$ cat src/rtl/lock_key_pkg.sv
// Shared types and elaboration helpers for the locked-FSM key loader.
package lock_key_pkg;

    localparam int STATE_W = 3;

    // Loader FSM states.
    typedef enum logic [STATE_W-1:0] {
        S_IDLE = 3'd0,
        S_REQ  = 3'd1,
        S_GAP  = 3'd2,
        S_DONE = 3'd3,
        S_FAIL = 3'd4
    } state_t;

    // Number of NVM words making up the key.
    function automatic int calc_nwords(input int key_w, input int word_w);
        return key_w / word_w;
    endfunction

    // Word index width, never narrower than one bit.
    function automatic int calc_addr_w(input int nwords);
        return (nwords <= 32'sd1) ? 32'sd1 : $clog2(nwords);
    endfunction

endpackage

$ cat src/rtl/lock_timeout_ctr.sv
// Request timeout counter: counts wait cycles, flags the last tolerated one.
module lock_timeout_ctr #(
    parameter int TIMEOUT = 15
) (
    input  logic clk,
    input  logic rst,
    input  logic clear,
    input  logic enable,
    output logic expire
);

    localparam int CNT_W = (TIMEOUT <= 1) ? 1 : $clog2(TIMEOUT);
    localparam logic [CNT_W-1:0] CNT_LAST = CNT_W'(TIMEOUT - 1);
    localparam logic [CNT_W-1:0] CNT_ONE  = CNT_W'(1);

    logic [CNT_W-1:0] cnt_r;

    // Wait-cycle counter; saturates at the expiry value so it can never wrap.
    always_ff @(posedge clk or posedge rst) begin
        if (rst) begin
            cnt_r <= {CNT_W{1'b0}};
        end else if (clear) begin
            cnt_r <= {CNT_W{1'b0}};
        end else if (enable && (cnt_r != CNT_LAST)) begin
            cnt_r <= cnt_r + CNT_ONE;
        end else begin
            cnt_r <= cnt_r;
        end
    end

    assign expire = (cnt_r == CNT_LAST);

endmodule

$ cat src/rtl/locked_fsm_key_loader.sv
// Loads the locking key from NVM word by word and holds the locked FSM in
// reset until the complete key is present; retries failed reads.
module locked_fsm_key_loader
    import lock_key_pkg::*;
#(
    parameter int KEY_W     = 8,
    parameter int WORD_W    = 4,
    parameter int TIMEOUT   = 15,
    parameter int MAX_RETRY = 3,
    localparam int NWORDS   = calc_nwords(KEY_W, WORD_W),
    localparam int ADDR_W   = calc_addr_w(NWORDS)
) (
    input  logic              clk,
    input  logic              rst,
    input  logic              start,
    output logic              nvm_req,
    output logic [ADDR_W-1:0] nvm_addr,
    input  logic              nvm_ack,
    input  logic              nvm_err,
    input  logic [WORD_W-1:0] nvm_data,
    output logic [KEY_W-1:0]  key_out,
    output logic              key_valid,
    output logic              fsm_hold,
    output logic              busy,
    output logic              fail
);

    localparam int RETRY_W = (MAX_RETRY <= 1) ? 1 : $clog2(MAX_RETRY + 1);
    localparam logic [RETRY_W-1:0] RETRY_LAST = RETRY_W'(MAX_RETRY - 1);
    localparam logic [RETRY_W-1:0] RETRY_ONE  = RETRY_W'(1);
    localparam logic [ADDR_W-1:0]  IDX_LAST   = ADDR_W'(NWORDS - 1);
    localparam logic [ADDR_W-1:0]  IDX_ONE    = ADDR_W'(1);

    generate
        if ((KEY_W % WORD_W) != 0) begin : g_bad_key_w
            $error("KEY_W must be a multiple of WORD_W");
        end
        if ((TIMEOUT < 1) || (MAX_RETRY < 1)) begin : g_bad_limits
            $error("TIMEOUT and MAX_RETRY must be at least 1");
        end
    endgenerate

    state_t               state_r, state_nxt;
    logic [ADDR_W-1:0]    idx_r, idx_nxt;
    logic [RETRY_W-1:0]   retry_r, retry_nxt;
    logic [KEY_W-1:0]     key_r, key_nxt;
    logic                 key_valid_r, key_valid_nxt;
    logic                 fsm_hold_r, fsm_hold_nxt;
    logic                 fail_r, fail_nxt;
    logic                 tmr_clear_s, tmr_en_s, tmr_expire_s;

    lock_timeout_ctr #(.TIMEOUT(TIMEOUT)) u_req_timer (
        .clk    (clk),
        .rst    (rst),
        .clear  (tmr_clear_s),
        .enable (tmr_en_s),
        .expire (tmr_expire_s)
    );

    // Next-state and next-register logic for the load sequencer.
    always_comb begin
        state_nxt     = state_r;
        idx_nxt       = idx_r;
        retry_nxt     = retry_r;
        key_nxt       = key_r;
        key_valid_nxt = key_valid_r;
        fsm_hold_nxt  = fsm_hold_r;
        fail_nxt      = fail_r;
        tmr_clear_s   = 1'b1;
        tmr_en_s      = 1'b0;

        case (state_r)
            S_IDLE, S_DONE, S_FAIL: begin
                if (start) begin
                    // Fresh load: wipe any previous key before the first request.
                    state_nxt     = S_REQ;
                    idx_nxt       = {ADDR_W{1'b0}};
                    retry_nxt     = {RETRY_W{1'b0}};
                    key_nxt       = {KEY_W{1'b0}};
                    key_valid_nxt = 1'b0;
                    fsm_hold_nxt  = 1'b1;
                    fail_nxt      = 1'b0;
                end else if (state_r == S_DONE) begin
                    key_valid_nxt = 1'b1;
                    fsm_hold_nxt  = 1'b0;
                end else if (state_r == S_FAIL) begin
                    fail_nxt      = 1'b1;
                    fsm_hold_nxt  = 1'b1;
                    key_nxt       = {KEY_W{1'b0}};
                end else begin
                    fsm_hold_nxt  = 1'b1;
                end
            end
            S_REQ: begin
                if (nvm_ack && !nvm_err) begin
                    for (int i = 0; i < NWORDS; i++) begin
                        if (idx_r == ADDR_W'(i)) begin
                            key_nxt[i*WORD_W +: WORD_W] = nvm_data;
                        end else begin
                            key_nxt[i*WORD_W +: WORD_W] = key_r[i*WORD_W +: WORD_W];
                        end
                    end
                    if (idx_r == IDX_LAST) begin
                        state_nxt = S_DONE;
                    end else begin
                        idx_nxt   = idx_r + IDX_ONE;
                        state_nxt = S_GAP;
                    end
                end else if (nvm_ack || tmr_expire_s) begin
                    // Corrupt data or timeout: one more failure charged to this load.
                    retry_nxt = retry_r + RETRY_ONE;
                    if (retry_r == RETRY_LAST) begin
                        state_nxt    = S_FAIL;
                        fail_nxt     = 1'b1;
                        fsm_hold_nxt = 1'b1;
                        key_nxt      = {KEY_W{1'b0}};
                    end else begin
                        state_nxt    = S_GAP;
                    end
                end else begin
                    tmr_clear_s = 1'b0;
                    tmr_en_s    = 1'b1;
                end
            end
            S_GAP: begin
                state_nxt = S_REQ;
            end
            default: begin
                state_nxt     = S_FAIL;
                fail_nxt      = 1'b1;
                fsm_hold_nxt  = 1'b1;
                key_valid_nxt = 1'b0;
                key_nxt       = {KEY_W{1'b0}};
            end
        endcase
    end

    // State and output registers; reset parks the locked FSM in hold.
    always_ff @(posedge clk or posedge rst) begin
        if (rst) begin
            state_r     <= S_IDLE;
            idx_r       <= {ADDR_W{1'b0}};
            retry_r     <= {RETRY_W{1'b0}};
            key_r       <= {KEY_W{1'b0}};
            key_valid_r <= 1'b0;
            fsm_hold_r  <= 1'b1;
            fail_r      <= 1'b0;
        end else begin
            state_r     <= state_nxt;
            idx_r       <= idx_nxt;
            retry_r     <= retry_nxt;
            key_r       <= key_nxt;
            key_valid_r <= key_valid_nxt;
            fsm_hold_r  <= fsm_hold_nxt;
            fail_r      <= fail_nxt;
        end
    end

    assign nvm_req   = (state_r == S_REQ);
    assign busy      = (state_r == S_REQ) || (state_r == S_GAP);
    assign nvm_addr  = idx_r;
    assign key_out   = key_r;
    assign key_valid = key_valid_r;
    assign fsm_hold  = fsm_hold_r;
    assign fail      = fail_r;

endmodule

$ cat config.mk
export PLATFORM = sky130hd
export DESIGN_NAME = locked_fsm_key_loader
export DESIGN_NICKNAME = d
export VERILOG_FILES = /design/src/rtl/lock_key_pkg.sv /design/src/rtl/lock_timeout_ctr.sv /design/src/rtl/locked_fsm_key_loader.sv
export SDC_FILE = /design/constraint.sdc
export NUM_CORES = 1
export LEC_CHECK = 0
export CAP_MARGIN = 0
export CELL_PAD_IN_SITES_DETAIL_PLACEMENT = 1
export CELL_PAD_IN_SITES_GLOBAL_PLACEMENT = 1
export CORE_ASPECT_RATIO = 1.2
export CORE_UTILIZATION = 26
export CTS_BUF_LIST = sky130_fd_sc_hd__clkbuf_4
export CTS_CLUSTER_DIAMETER = 150
export DETAILED_ROUTE_END_ITERATION = 12
export PLACE_DENSITY = 0.58
export SETUP_SLACK_MARGIN = 0.15
export SLEW_MARGIN = 25
export SYNTH_ARGS = -nofsm -noshare
export SYNTH_HDL_FRONTEND = slang
export SYNTH_SLANG_ARGS = --single-unit
$ cat constraint.sdc
create_clock -name clk -period 1.88 [get_ports clk]
set_input_delay 0.376 -clock clk [delete_from_list [all_inputs] [get_ports clk]]
set_output_delay 0.376 -clock clk [all_outputs]
set_load 0.01 [all_outputs]
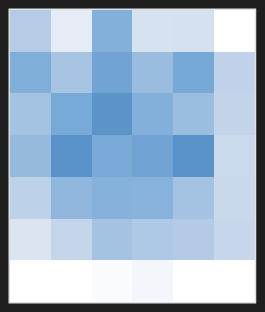
*Cell area per tile, run 1*
Scale: 4 px per um. The die is cut into 6 by 7 equal tiles; white is low, dark blue is high, 0 to 100% covered.
nearly empty tiles = 12%
emptiest ninth of the die = bottom left
mean over tiles = 32%
fullest tile = 60%
densest ninth of the die = middle
starting density of the core: 27.5%
core area: 0.00397 mm2
final core utilization: 37.2%

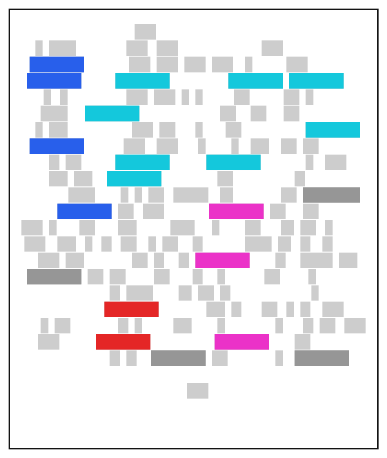
*Sequential cells grouped by signal name, run 1*
Scale: 6 px per um. Other sequential cells in the stronger grey, the rest of the logic in the fainter grey.
cyan -> key_out  # flops 8
red -> retry_r  # flops 2
blue -> u_req_timer.cnt_r  # flops 4, where top left
magenta -> state_r  # flops 3
not coloured = 4
Seq. pwr: 0.635 mW
share of the final layout cell area in sequential cells: 35.6%
sequential cell area: 527 um2

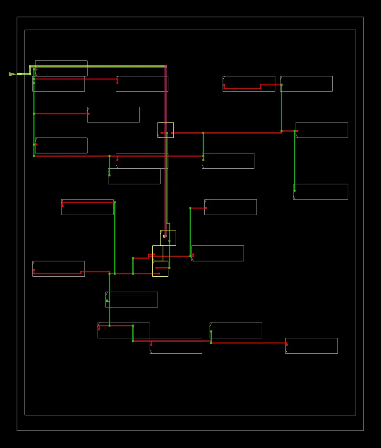
*Clock nets, run 1*
power in the clock group: 0.241 mW
clock latency at the later pin of the worst-skew pair: 0.31 ns

-- run 1: worst max-delay path by stage --
stage / startpoint / endpoint / slack, ns / depth (start not counted)
CTS: state_r[0] / busy / 0.14 / 3
finish: key_out[7] / key_out[7] / 0.24 / 1
global placement: nvm_err / key_out[0] / -0.004 / 5
global route: u_req_timer.cnt_r[0] / retry_r[1] / 0.16 / 7
detailed placement: nvm_ack / key_out[1] / -0.06 / 5
floorplan: u_req_timer.cnt_r[0] / key_out[0] / 0.33 / 6
-- run 1: kinds of logic (layout without fill, tap and decap cells) --
kind of cell	Yosys count	count (layout)	share of synthesized area, %
AOI/OAI and AO/OA	34	34	23.3
DFF	21	21	48.2
adders and majority gates	3	3	3.44
xor gates and xnor gates	2	2	1.60
and+or+nand+nor	39	39	19.2
buffers and inverters	8	45	4.24
-- run 1: state kept, by name (all words and copies together) (netlist names) --
register and flops:
key_out 8, key_valid 1, state_r 3, fail 1, u_req_timer.cnt_r 4, nvm_addr 1, fsm_hold 1, retry_r 2
-- run 1: layer usage --
layer	GRT usage (%)	part of all wire, %	vias up
met4	6.06	1.0	0
met3	1.60	1.9	2
li1	-	-	460
met5	0	0	-
met1	18.4	44	470
met2	23.4	53	10
-- run 1: through the flow --
| step | power [mW] | util, % | setup TNS, ns |
|---|---|---|---|
| detailed placement | 1.50 | 36.7 | -0.244 |
| finish | 1.68 | 37.2 | 0 |
| global placement | 1.46 | 36.7 | -0.0124 |
| global route | 1.80 | 37.2 | 0 |
| floorplan | 1.11 | - | 0 |
| CTS | 1.70 | 37.3 | 0 |
-- run 1: final cells by class --
| type | count | area (um2) | area share [%] |
|---|---|---|---|
| Multi-Input combinational cell | 78 | 519 | 35.1 |
| Inverter | 5 | 18.8 | 1.27 |
| Clock buffer | 3 | 22.5 | 1.52 |
| Tap cell | 54 | 67.6 | 4.57 |
| Clock inverter | 1 | 5.00 | 0.339 |
| Timing Repair Buffer | 36 | 318 | 21.5 |
| Sequential cell | 21 | 527 | 35.6 |
-- run 1: timing repair --
item,CTS,global route
endpoints found under the hold margin,0,0
gates resized,3,2
endpoints found under the setup margin,3,1
hold buffers,0,0
-- run 1: power by group through the flow --
stage | Clock (mW) | Sequential, mW | Combinational, mW
floorplan | 0 | 0.659 | 0.454
global placement | 0 | 0.638 | 0.820
detailed placement | 0 | 0.646 | 0.849
CTS | 0.239 | 0.637 | 0.823
global route | 0.254 | 0.650 | 0.896
finish | 0.241 | 0.635 | 0.803
==> out/metrics.yaml, run 1 <==
worst_ep_arrival_time_ns: 1.26
max_slew_margin_pct: 66.2
most_common_cell_after_layout_fill_and_taps_aside: "sky130_fd_sc_hd__dfrtp_1"
synthesis.area_mm2: 0.00109
cp_peak_stage_delay_ns: 0.55
yosys.area.top_type: "sky130_fd_sc_hd__dfrtp_1"
root_buffer: "sky130_fd_sc_hd__clkbuf_4"
cpLargestDelayFamily: "buffers and inverters"
detail_route.wl_per_cell_um: 14.5
max_slew.worst_pin.slew_ns: 0.501
violation_count_after_the_first_detailed_route_iteration: 19
postSynthNetCount: 119
die_area_mm2: 0.00447
yosys_cells: 107
detail_route.first_pass.iterations: 4
async_set_or_reset_register_ratio_after_synthesis_pct: 100
timing.hold.ws_ns: 0.376
drive_above_1_share_pct: 18.1
run_status: "finished clean"
fin_nets: 157
criticalPathCategory: "register to primary output"
r2r-end: "key_out[2]"
ff_type: "sky130_fd_sc_hd__dfrtp_1"
r2r_start: "u_req_timer.cnt_r[0]"
timing.final.setup_violations: 0
standby_leakage_power_nw: 0.640
count_of_nets_left_with_antenna_violations_after_detail_routing: 0
grt_util_all_layers_pct: 14.2
tritoncts_num_sinks: 21
ctsHtreeMaxLevel: 1
path_max_fanout: 3
clock_power_share_pct: 14.3
setup_slack_ns: 0.244
remaining_drc_errors: 0
synth.top_cells.by_count: "20 x sky130_fd_sc_hd__dfrtp_1, 13 x sky130_fd_sc_hd__nand2_1, 10 x sky130_fd_sc_hd__nor2_1, 8 x sky130_fd_sc_hd__o211ai_1"
layout_min_cycle_time_ns: 1.64
power_report.internal_total_mw: 1.01
critPathSlowestCell: "sky130_fd_sc_hd__clkdlybuf4s50_1"
filler_cell_count: 480
finClkSkew_ns: 0.00242
worstPathCellList: "clkdlybuf4s50_1"
power.ir.vdd_worst_v: 0.000377
yosys.cell_count.top_type: "sky130_fd_sc_hd__dfrtp_1"
number_of_antenna_violations_at_the_first_check_in_global_routing: 0
detailedPlace.worstSlack_ns: -0.0607
io_pins: 23
place.detailed.instances: 194
power-per-cell-area_mw_per_mm2: 1140
ctsLongestPathBuffers: 2
mean_syn_cell_area_um2: 10.2
grt_overflow: 0
worstSetupEndpointType: "primary output"
critPathRequiredTime_ns: 1.50
top_cells_by_area: "sky130_fd_sc_hd__dfrtp_1 46%, sky130_fd_sc_hd__o211ai_1 5.5%, sky130_fd_sc_hd__nand2_1 4.5%"
antennaDiodeCount: 0
dr_total_vias: 942
die_x_extent_um: 61.2
fin_crit_sh_pct: 87.0
worst-path-buf-inv: 1
route.final.wire_length_um: 2880
dp_hpwl_um: 2200
cts_tree: "done"
portion_of_the_post_synthesis_area_used_by_sequential_elements_pct: 48.2
stdcell_count: 198
cts_buffers: 3
ys_warn_count: 0
post-cts-setup-buffer-count: 0
number_of_global_route_vias_before_repair: 993
achievable-frequency_ghz: 0.611
rsz0062_at_grt: "false"
die.size.y_um: 73
final_max_tran_viols: 0
ys_seq_elements: 21
total_cell_area_at_the_placement_stage_mm2: 0.00146
core.rowCount: 25
openroad.warnings: 28
place.gp.congestion: 0.739
critical_path.startpoint_type: "register"
power_frac_comb_pct: 47.8
vias_per_cell: 4.76
max_cap_viols: 0
wire_length_of_the_first_global_routing_pass_um: 4630
timing.reg2reg.setup_slack_ns: 0.27
final_hold_viols: 0
==> inputs of run 2 (changes only) <==
Settings changed: HOLD_SLACK_MARGIN set to 0.02.
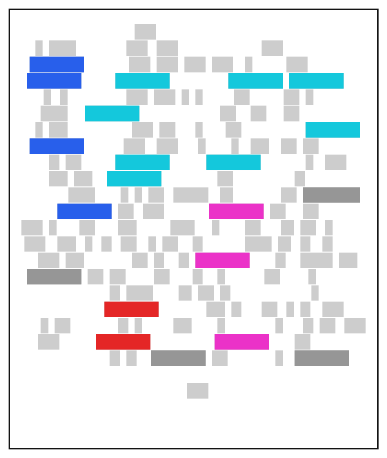
*Sequential cells grouped by signal name, run 2*
Scale: 6 px per um. Other sequential cells in the stronger grey, the rest of the logic in the fainter grey.
cyan -> key_out  # flops 8
red -> retry_r  # flops 2
magenta -> state_r  # flops 3
blue -> u_req_timer.cnt_r  # flops 4, where top left
not coloured = 4

==> run 2 against run 1 <==
Net effect: clock power about the same; largest power group unchanged; global-route usage unchanged; largest cell class unchanged; sequential cell count unchanged.
==> out/metrics.yaml, run 2 <==
run_status: "finished clean"
synth-simple-area-share_pct: 19.2
finish.utilization_pct: 37.2
max_slew.worst_pin.slew_ns: 0.501
max_cap_viols: 0
criticalPathCategory: "register to primary output"
ys_warn_count: 0
worst_ep_arrival_time_ns: 1.26
endpoint: "key_out[7]"
cts_tree: "done"
wp_depth: 1
post-cts-setup-buffer-count: 0
ctsHtreeMaxLevel: 1
critPathRequiredTime_ns: 1.50
power_report.internal_total_mw: 1.01
most_common_cell_after_layout_fill_and_taps_aside: "sky130_fd_sc_hd__dfrtp_1"
worst-path-buf-inv: 1
dp_hpwl_um: 2200
max_slew_margin_pct: 66.2
path_max_fanout: 3
final_max_tran_viols: 0
setup_total_negative_slack_ns: 0
ys_seq_elements: 21
critPathSlowestCell: "sky130_fd_sc_hd__clkdlybuf4s50_1"
count_of_nets_left_with_antenna_violations_after_detail_routing: 0
place.gp.congestion: 0.739
achievable-frequency_ghz: 0.611
finClkSkew_ns: 0.00242
die.size.y_um: 73
top_cells_by_area: "sky130_fd_sc_hd__dfrtp_1 46%, sky130_fd_sc_hd__o211ai_1 5.5%, sky130_fd_sc_hd__nand2_1 4.5%"
wire_length_of_the_first_global_routing_pass_um: 4630
ctsLongestPathBuffers: 2
violation_count_after_the_first_detailed_route_iteration: 19
ff_type: "sky130_fd_sc_hd__dfrtp_1"
core.rowCount: 25
detail_route.wl_per_cell_um: 14.5
grt_overflow: 0
timing.final.setup_violations: 0
vias_per_cell: 4.76
fin_crit_sh_pct: 87.0
openroad.warnings: 28
antennaDiodeCount: 0
synth-xor-area-share_pct: 1.60
cp_peak_stage_delay_ns: 0.55
cp_launch_point: "key_out[7]"
power.ir.vdd_worst_v: 0.000377
tritoncts_num_sinks: 21
async_set_or_reset_register_ratio_after_synthesis_pct: 100
root_buffer: "sky130_fd_sc_hd__clkbuf_4"
drive_above_1_share_pct: 18.1
fin_nets: 157
core_util_floorplan_pct: 27.5
standby_leakage_power_nw: 0.640
synthesis.area_mm2: 0.00109
route.final.wire_length_um: 2880
postSynthNetCount: 119
io_pins: 23
synth.top_cells.by_count: "20 x sky130_fd_sc_hd__dfrtp_1, 13 x sky130_fd_sc_hd__nand2_1, 10 x sky130_fd_sc_hd__nor2_1, 8 x sky130_fd_sc_hd__o211ai_1"
grt_util_all_layers_pct: 14.2
clock_power_share_pct: 14.3
final_hold_viols: 0
detail_route.first_pass.iterations: 4
number_of_global_route_vias_before_repair: 993
r2r_start: "u_req_timer.cnt_r[0]"
largest_register_ff_count: 8
worstSetupEndpointType: "primary output"
remaining_drc_errors: 0
yosys_cells: 107
## run 2: timing repair
| action | CTS | global route |
|---|---|---|
| hold buffers | 0 | 0 |
| endpoints found under the setup margin | 3 | 1 |
| gates resized | 3 | 2 |
## run 2: worst min path at each step
stage | cells after the start | endpoint | slack, ns | start
after floorplan | 1 | fail | 0.35 | rst
after global placement | 1 | retry_r[0] | 0.48 | retry_r[0]
after detailed placement | 1 | nvm_addr | 0.49 | nvm_addr
after CTS | 3 | u_req_timer.cnt_r[2] | 0.40 | rst
after global routing | 3 | u_req_timer.cnt_r[0] | 0.43 | rst
final | 3 | retry_r[0] | 0.38 | rst
## run 2: worst min-delay path: stages
cell and delay, ns:
sky130_fd_sc_hd__clkdlybuf4s50_1 0.40, sky130_fd_sc_hd__inv_1 0.05, sky130_fd_sc_hd__buf_4 0.27
## run 2: logic make-up after synthesis
group           count (synthesis)
compound gates                 34
simple gates                   39
buf+inv                         8
flops                          21
xor+xnor                        2
fa+ha+maj                       3
## run 2: cell type report
cell class / count / area [um2]
clock buffer: 3 / 22.5
timing repair buffer: 36 / 318
multi-input combinational: 78 / 519
tap: 54 / 67.6
sequential: 21 / 527
fill: 480 / 2490
inverter: 5 / 18.8
clock inverter: 1 / 5.00
## run 2: through the flow
stage | cell area (um2) | total power [mW] | worst slack [ns] | instances | hold slack [ns]
after floorplan | 1090 | 1.11 | 0.326 | 107 | 0.352
after global placement | 1460 | 1.46 | -0.00416 | 194 | 0.478
after detailed placement | 1460 | 1.50 | -0.0607 | 194 | 0.490
after CTS | 1480 | 1.70 | 0.137 | 198 | 0.396
after global routing | 1480 | 1.80 | 0.164 | 198 | 0.433
final | 1480 | 1.68 | 0.244 | 198 | 0.376
## run 2: per-layer routing
layer | GRT usage (%) | up-vias | wire, um
met5 | 0 | - | 0
met4 | 6.06 | 0 | 29
met3 | 1.60 | 2 | 54
met2 | 23.4 | 10 | 1520
met1 | 18.4 | 470 | 1270
li1 | - | 460 | -
## run 2: power by group through the flow
stage | clock (mW) | sequential (mW) | combinational (mW)
after CTS | 0.239 | 0.637 | 0.823
after global routing | 0.254 | 0.650 | 0.896
after global placement | 0 | 0.638 | 0.820
after floorplan | 0 | 0.659 | 0.454
final | 0.241 | 0.635 | 0.803
after detailed placement | 0 | 0.646 | 0.849
==> inputs of run 3 (changes only) <==
Settings changed: SLEW_MARGIN 25 to 20.
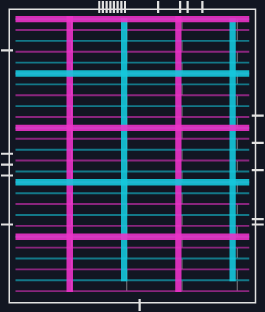
*Floorplan with the power grid, run 3*
Scale: 4 px per um. Pins as bars on the die edge. Tap cells in grey.
cyan -> VDD
magenta -> VSS
rows = 25
signal pins = 23
met5 straps = 5
met4 straps = 4
tap cells = 54
Max VDD drop: 0.000377 V
Die X-Extent: 61.2 um

==> run 3 against run 2 <==
Net effect: hold slack unchanged; clock power about the same; sequential cell count unchanged; worst setup slack did not move; final cell count unchanged; die size did not move; critical endpoint unchanged; global-route usage unchanged; first-iteration DRC count stayed put; register-to-register slack is essentially flat; largest cell class unchanged; non-clock buffer count is the same.
==> out/metrics.yaml, run 3 <==
run_status: "finished clean"
number_of_global_route_vias_before_repair: 993
core.rowCount: 25
critPathSlowestCell: "sky130_fd_sc_hd__clkdlybuf4s50_1"
die_area_mm2: 0.00447
finalPower_mw: 1.68
largest_register_ff_count: 8
detail_route.first_pass.iterations: 4
logic_area_um2: 519
grt_util_all_layers_pct: 14.2
final_max_tran_viols: 0
worst_ep_arrival_time_ns: 1.26
io_pins: 23
count_of_nets_left_with_antenna_violations_after_detail_routing: 0
max_slew_margin_pct: 66.2
max_slew.worst_pin.slew_ns: 0.501
ctsLongestPathBuffers: 2
rsz0062_at_grt: "false"
wp_depth: 1
vias_per_cell: 4.76
route.final.wire_length_um: 2880
synth.top_cells.by_count: "20 x sky130_fd_sc_hd__dfrtp_1, 13 x sky130_fd_sc_hd__nand2_1, 10 x sky130_fd_sc_hd__nor2_1, 8 x sky130_fd_sc_hd__o211ai_1"
achievable-frequency_ghz: 0.611
power-per-cell-area_mw_per_mm2: 1140
critical_path.startpoint_type: "register"
yosys_cells: 107
number_of_antenna_violations_at_the_first_check_in_global_routing: 0
worstPathCellList: "clkdlybuf4s50_1"
post-cts-setup-buffer-count: 0
timing.hold.ws_ns: 0.376
ff_latch_area_um2: 527
r2r-end: "key_out[2]"
top_cells_by_area: "sky130_fd_sc_hd__dfrtp_1 46%, sky130_fd_sc_hd__o211ai_1 5.5%, sky130_fd_sc_hd__nand2_1 4.5%"
detail_route.wl_per_cell_um: 14.5
most_common_cell_after_layout_fill_and_taps_aside: "sky130_fd_sc_hd__dfrtp_1"
standby_leakage_power_nw: 0.640
timing.final.setup_violations: 0
fin_nets: 157
timing.reg2reg.setup_slack_ns: 0.27
worst-path-buf-inv: 1
[run 3: cell counts in the layout (fill, tap and decap cells not counted)]
Identical to the previous run, type by type.
[run 3: metal layers]
layer	wire length (um)	global-route usage [%]	vias up
met1	1270	18.4	470
met3	54	1.60	2
met5	0	0	-
met2	1520	23.4	10
li1	-	-	460
met4	29	6.06	0
[run 3: final cells by class]
| cell class | instances | area share, % |
|---|---|---|
| Sequential cell | 21 | 35.6 |
| Multi-Input combinational cell | 78 | 35.1 |
| Timing Repair Buffer | 36 | 21.5 |
| Tap cell | 54 | 4.57 |
| Clock buffer | 3 | 1.52 |
| Inverter | 5 | 1.27 |
| Clock inverter | 1 | 0.339 |
[run 3: kinds of logic (layout without fill, tap and decap cells)]
group                      after synthesis  count (layout)  share of synthesized area (%)
AOI/OAI and AO/OA                       34              34                           23.3
xor gates and xnor gates                 2               2                           1.60
adders and majority gates                3               3                           3.44
buffers and inverters                    8              45                           4.24
DFF                                     21              21                           48.2
and+or+nand+nor                         39              39                           19.2
[run 3: how the worst max path moves through the flow]
| stage | end | startpoint | slack (ns) |
|---|---|---|---|
| 6_report | key_out[7] | key_out[7] | 0.24 |
| 5_1_grt | retry_r[1] | u_req_timer.cnt_r[0] | 0.16 |
| 4_1_cts | busy | state_r[0] | 0.14 |
| 3_5_place_dp | key_out[1] | nvm_ack | -0.06 |
| 3_3_place_gp | key_out[0] | nvm_err | -0.004 |
| 2_1_floorplan | key_out[0] | u_req_timer.cnt_r[0] | 0.33 |
[run 3: per-stage QoR]
| stage | area, um2 | setup TNS, ns | worst slack, ns | util (%) |
|---|---|---|---|---|
| final | 1480 | 0 | 0.244 | 37.2 |
| after global routing | 1480 | 0 | 0.164 | 37.2 |
| after CTS | 1480 | 0 | 0.137 | 37.3 |
| after detailed placement | 1460 | -0.244 | -0.0607 | 36.7 |
| after global placement | 1460 | -0.0124 | -0.00416 | 36.7 |
| after floorplan | 1090 | 0 | 0.326 | - |
[run 3: power by group]
| part | switching (mW) | internal [mW] | leakage, nW | total, mW |
|---|---|---|---|---|
| logic | 0.429 | 0.374 | 0.342 | 0.803 |
| clock network | 0.161 | 0.0796 | 0.0177 | 0.241 |
| registers | 0.0765 | 0.558 | 0.280 | 0.635 |
[run 3: repair_timing]
item | 4_1_cts | 5_1_grt
cloned | 0 | 0
setup endpoints to repair | 3 | 1
resized | 3 | 2
Power figures rest on the tool's default switching activity, not on a simulated workload.
